Fig. 1: sizing map
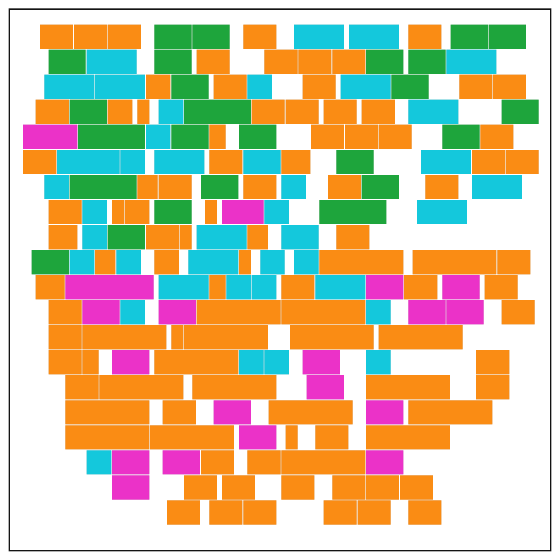
Fig. 2: met2 routing
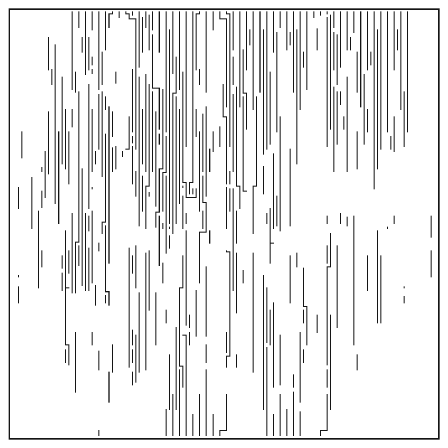
Fig. 3: clock nets
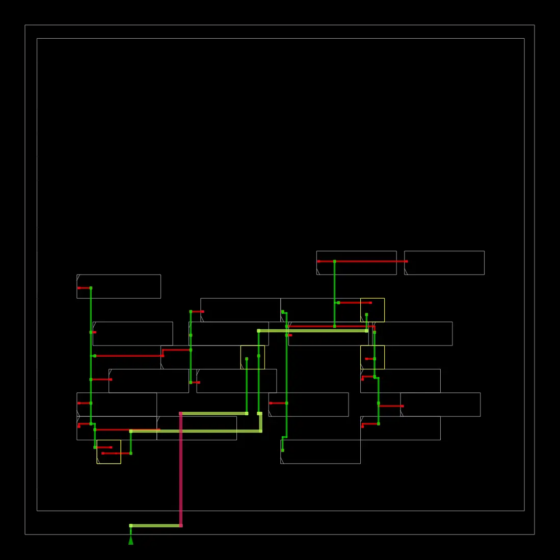
==> config.mk <==
export PLATFORM = sky130hd
export DESIGN_NAME = dmem_arbiter_flat
export DESIGN_NICKNAME = d
export VERILOG_FILES = /design/src/rtl/dmem_arbiter_if.sv /design/src/rtl/dmem_arbiter.sv /design/src/flat_wrapper.sv
export SDC_FILE = /design/constraint.sdc
export NUM_CORES = 1
export LEC_CHECK = 0
export CAP_MARGIN = 20
export CORE_UTILIZATION = 33
export CTS_BUF_LIST = sky130_fd_sc_hd__clkbuf_4 sky130_fd_sc_hd__clkbuf_8 sky130_fd_sc_hd__clkbuf_16
export CTS_CLUSTER_DIAMETER = 50
export DETAILED_ROUTE_END_ITERATION = 12
export PLACE_DENSITY = 0.8
export SLEW_MARGIN = 20
export SYNTH_ARGS = -nofsm -noshare
export SYNTH_HDL_FRONTEND = slang
export SYNTH_SLANG_ARGS = --single-unit
==> constraint.sdc <==
create_clock -name clk -period 1.7 [get_ports clk]
set_input_delay 0.34 -clock clk [delete_from_list [all_inputs] [get_ports clk]]
set_output_delay 0.34 -clock clk [all_outputs]
set_load 0.02 [all_outputs]
==> datasheet_impl.txt <==
Physical design parameters

Parameter                              Value

Yosys
  Cell taking the most area after synthesis    sky130_fd_sc_hd__dfrtp_1
  Chip area estimate from yosys synthesis    1060 sq um
  Largest cells by area    sky130_fd_sc_hd__dfrtp_1, sky130_fd_sc_hd__mux2_2, sky130_fd_sc_hd__mux2_4
  Mapped Nets    124
  Register area share after synthesis    47.34%
  Commonest cells post-synth    sky130_fd_sc_hd__mux2_2, sky130_fd_sc_hd__dfrtp_1, sky130_fd_sc_hd__mux2_4
  Mean post-synth cell area    13.59 sq um
  Synth top area share    44.86%
  Number of enable-type register cells in the synthesized netlist    0
  Async set-reset flop share out of synthesis    100.0%
  Synth top cell by count    sky130_fd_sc_hd__mux2_2

Route
  1st-pass router iterations    4
  DRT antenna net count    0
  Remaining design rule violation count    0
  Number of design-rule violations left by the first detailed-router iteration    16

Placed design
  Half-perimeter wire length after detailed placement    2424 um
  RD Place Congestion    0.8135

Outcome
  Violated checks    setup timing
  Status    complete, but fails checks

Floorplan
  Initial Util    34.71%
  Core region area    3053 sq um
  Y dimension of the die    58.67 um

STA
  Setup slack of the critical path after layout    -0.2953 ns
  Final-report max-slew violation count    0
  Clock period minus worst slack    1.995 ns
  Maximum frequency from static timing analysis    501.2 MHz
  Slew HR    73.20%
  Number of setup violations in the final report    19

Clocking
  Cell chosen for the clock root    sky130_fd_sc_hd__clkbuf_4
  CTS tree    done
  Depth of the CTS H-tree    1
  Sinks on the clock net    20

Global route
  Initial antenna violation count    0
  First-pass GRT wire length    5154 um
  Congestion Overflow GR    0

Worst setup path
  Endpoint class of the critical path    output pin

Cells and area
  Fraction of final layout cells with drive strength greater than 1    45.90%
  Fin cells    227
  Commonest cells after routing, fill and taps aside    sky130_fd_sc_hd__clkdlybuf4s50_1, sky130_fd_sc_hd__buf_6, sky130_fd_sc_hd__dfrtp_1
  Most instantiated logic cell after routing    sky130_fd_sc_hd__clkdlybuf4s50_1

Power
  Areal power density over the cells    1382 nW/um^2
  Static leakage    1.020 nW
-- Fig. 1 (at the start) --
legend:
  drive 2:
    color: magenta
    cells: 19
    most_used: mux2_2
  drive 1 or less:
    color: orange
    cells: 99
    most_used: clkdlybuf4s50_1
  drive 3 to 4:
    color: cyan
    cells: 40
    most_used: buf_4
  drive 6 and up:
    color: green
    cells: 25
    most_used: buf_6
design area: 2238 sq um
Signal buffers: 101
area delta synth->final: 111.2%
setup slack of the critical path after layout: -0.2953 ns

-- Fig. 2 (at the start) --
main direction: vertical
longest straight run: 26.5 um
nets with wire on the layer: 220
detailed-route wire length: 3722 um
global routing usage on met2: 36.45%

-- Fig. 3 (at the start) --
count of clock-net buffers in the final layout: 4
setup skew after layout: 0.007941 ns
cts bufs inserted: 3
Clk power: 240 uW
Late-Pin Clk Latency: 0.30 ns

[repair_timing]
action,CTS,global route
pin swaps,6,4
endpoints found under the setup margin,20,20
gates resized,134,9
hold endpoints to repair,0,0
gates cloned,2,0
buffers inserted,7,4
[layer usage]
layer,GRT usage (%),routed length [um],vias to the layer above
met1,24.72,1446,524
met4,6.122,59,0
met3,4.615,132,8
met2,36.45,2084,35
met5,0,0,-
li1,-,-,494
[report_power, final]
part,internal [mW],total [mW],switching [mW]
logic,1.12,2.01,0.896
clock network,0.107,0.240,0.132
registers,0.709,0.838,0.130
[logic make-up after synthesis]
kind of cell / count (synthesis) / share of synthesized area [%]
compound gates: 8 / 5.667
buf+inv: 6 / 2.951
flops: 20 / 47.34
mux: 32 / 37.19
simple gates: 12 / 6.848
[critical path: stages (launching register included)]
cell and delay [ns]:
sky130_fd_sc_hd__dfstp_2 0.57, sky130_fd_sc_hd__a21boi_4 0.07, sky130_fd_sc_hd__buf_12 0.15, sky130_fd_sc_hd__nand2_8 0.10, sky130_fd_sc_hd__mux2_4 0.33, sky130_fd_sc_hd__buf_6 0.14
[through the flow]
| step | hold slack (ns) | total power, mW | utilization, % |
|---|---|---|---|
| 6_report | 0.3178 | 3.093 | 73.32 |
| 5_1_grt | 0.3231 | 3.234 | 73.32 |
| 4_1_cts | 0.2572 | 3.012 | 71.56 |
| 3_5_place_dp | 0.4920 | 2.519 | 65.29 |
| 3_3_place_gp | 0.4890 | 2.477 | 65.29 |
| 2_1_floorplan | 0.3197 | 1.708 | - |
[layout make-up]
cell class	count	area, sq um
inverter	4	15.01
fill	223	814.5
sequential	20	501.7
clock buffer	4	30.03
multi-input combinational	54	635.6
tap	44	55.05
timing repair buffer	101	1001
Power and IR drop assume default switching activity.
